==> config.mk <==
export PLATFORM = sky130hd
export DESIGN_NAME = div_unit
export DESIGN_NICKNAME = d
export VERILOG_FILES = /design/src/rtl/div_unit.sv
export SDC_FILE = /design/constraint.sdc
export NUM_CORES = 1
export LEC_CHECK = 0
export ABC_AREA = 0
export CAP_MARGIN = 5
export CORE_UTILIZATION = 59
export CTS_CLUSTER_SIZE = 14
export DETAILED_ROUTE_END_ITERATION = 10
export PLACE_DENSITY = 0.82
export SETUP_SLACK_MARGIN = 0.2
export SLEW_MARGIN = 20
export SYNTH_ARGS = -nofsm -noshare
export SYNTH_HDL_FRONTEND = slang
export SYNTH_SLANG_ARGS = --single-unit
==> constraint.sdc <==
create_clock -name clk -period 7.3 [get_ports clk]
set_input_delay 1.825 -clock clk [delete_from_list [all_inputs] [get_ports clk]]
set_output_delay 1.825 -clock clk [all_outputs]
set_load 0.1 [all_outputs]
**Sequential cells grouped by signal name**

Drawn at 3 px/µm. Other sequential cells in the stronger gray, the rest of the logic in the fainter gray.
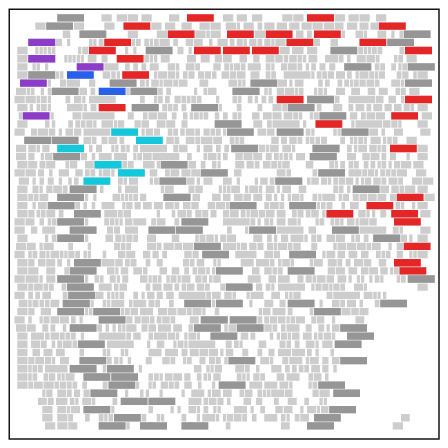
Key: blue = state_q [placed flops 2]; cyan = cnt_q [placed flops 6]; red = result [placed flops 32]; purple = tag_q [placed flops 5, where upper left]
Seq/total area: 28.0%
Reg area: 3780 µm²
Layout Utilization: 69.3%

**Metal 4**

Drawn at 4 px/µm. Supply wires on this layer in gray. Cells faint in the background.
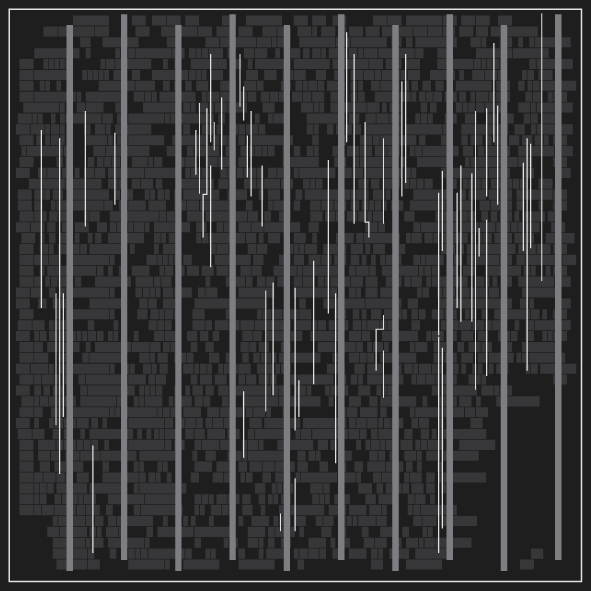
The layer holds 4.6% of the routed length. The layer carries 1540 µm of wire. The longest straight run is 83.6 µm.
via count: 11.7k
DRT Wirelength: 33.7 mm

**Clock routing**

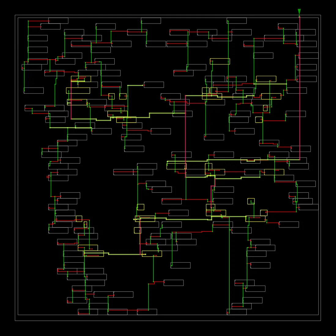
CTS Buf Count: 17
Clk power: 878 µW
skew final: 0.0102 ns

**Cell area per tile**

Drawn at 2 px/µm. 14 x 14 tiles, from white (low) to dark blue (high), 0 to 100% covered.
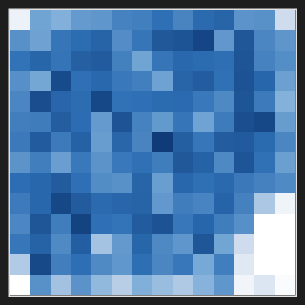
The emptiest ninth of the die: lower right. 3.6% of the tiles are nearly empty. The mean over all tiles is 65%. 34% of the tiles are over 75% full. The fullest tile reaches 95%.
fp util: 60.0%
Core ar.: 19500 µm²

**Signal wires by layer**

Drawn at 3 px/µm.
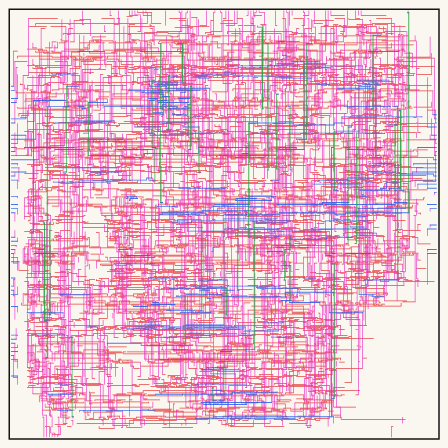
Key: blue = M3 [wire length 2570 µm]; red = M1 [wire length 14400 µm]; green = M4 [wire length 1540 µm]; magenta = M2 [wire length 15300 µm]
WL per Instance: 18.4 µm
Total Routing Usage GR: 34.2%

==> results.yml <==
# flow metrics
status:
  outcome: "complete, no violations"
cells_and_area:
  fillers: 1598
  n_antenna_cell: 0
  lay_top_count: "nand2_1"
  final_layout_size_suffix_gt1_share_pct: 4.39
  final_cells: 1838
placed_design:
  place_ws_ns: 1.52
  port-buffer-count: 115
  dp.cells: 1806
synth:
  yosysWarningCount: 0
  ys_area_um2: 11700
  top_area_share_pct: 32.3
  yosysSeqAreaShare_pct: 32.3
  yosysTopAreaCell: "dfrtp_1"
  topCellsByArea: "dfrtp_1, xnor2_1, nand2_1, o21ai_0, a21oi_1"
  synth_cell_types: 63
  edf_count: 0
  syn_inst: 1501
  synth_nets: 1618
setup_path:
  worstSetupStartpointType: "input pin"
  reg2reg_depth: 10
  critPathMaxFanout: 43
  worst_ep_arrival_time_ns: 5.82
  regToRegSetupSlack_ns: 2.98
  required_ns: 7.61
clock_tree:
  ctsHoldBuffers: 0
  post-cts-setup-buffers: 0
  ctsLongestPathBuffers: 2
  cts-htree-levels: 4
hold_path:
  hold_class: "register to register"
  hold_depth: 2
floorplanning:
  ios: 116
  die_w_um: 143
  dieHeight_um: 143
  chipArea_um2: 20400
  rows: 51
global_route:
  antenna_found_initial: 0
  overflow: 0
  grt_max_degree: 106
  grt_pass1_wl_mm: 54.7
power:
  pwr-share-clk_pct: 13.7
  power_density_nw_per_um2: 475
  p_comb_share_pct: 60.7
  cellLeakagePower_uw: 0.00545
  p_switching_uw: 3450
sta:
  whs_ns: 0.476
  relSlewSlack_pct: 26.8
  worst_pin_slew_ns: 1.10
route:
  drt_iter0_drc: 1101
  viasPerCell: 6.36
-- logic make-up (layout without fill, tap and decap cells) --
kind of cell / after synthesis / in the layout / share of synthesized area, %
AND-OR/OR-AND: 486 / 486 / 25.8
adder cells (fa/ha/maj): 40 / 40 / 4.35
buffers and inverters: 154 / 226 / 5.30
AND/OR/NAND/NOR: 530 / 530 / 21.7
multiplexers: 1 / 1 / 0.0964
flip-flops: 151 / 151 / 32.3
XOR/XNOR: 139 / 139 / 10.4
-- stage by stage --
stage | area (µm²) | power, µW
final | 13500 | 6410
after global routing | 13500 | 6860
after CTS | 13500 | 6360
after detailed placement | 12900 | 5470
after global placement | 12900 | 5390
after floorplan | 11700 | 4530
-- power by group through the flow --
stage | Clock (µW) | Combinational, µW | Sequential, µW
after global routing | 921 | 4260 | 1690
after global placement | 0 | 3770 | 1620
after detailed placement | 0 | 3840 | 1630
after CTS | 882 | 3860 | 1620
final | 878 | 3890 | 1640
after floorplan | 0 | 2280 | 2250
-- worst max-delay path: stages --
cell and delay (ns):
clkdlybuf4s50_1 0.56, nand3b_1 0.72, nor4_1 0.87, nand3_1 0.17
o22ai_2 0.25, a21oi_2 0.11, nor2b_4 0.55, buf_4 0.48
nand2b_1 0.17, nand3_1 0.07
-- per-layer routing --
metal	part of all wire, %	track usage (%)	vias to the layer above
met3	7.6	5.20	114
met5	0	0	-
met4	4.6	17.5	0
li1	-	-	5529
met1	43	45.9	5459
met2	45	53.6	582
-- synthesized netlist by cell type (all sizes together), types with 19 or more instances --
cell	instances
nand2	204
o21ai	153
dfrtp	151
nor2	117
a21oi	114
xnor2	89
clkbuf	67
inv	67
o211ai	56
xor2	50
nand3	40
ha	39
a31oi	36
nand4	32
o31ai	30
nor3	28
buf	20
or3	19
-- layout make-up --
| type | instances | area (µm²) | area share [%] |
|---|---|---|---|
| multi-input cells | 1196 | 7310 | 54.2 |
| repair buffers | 127 | 1240 | 9.20 |
| flip-flops and latches | 151 | 3780 | 28.0 |
| clock buffers | 18 | 429 | 3.18 |
| inverters | 67 | 256 | 1.90 |
| clock inverters | 14 | 140 | 1.04 |
| well taps | 265 | 332 | 2.46 |
Power and IR drop assume default switching activity.
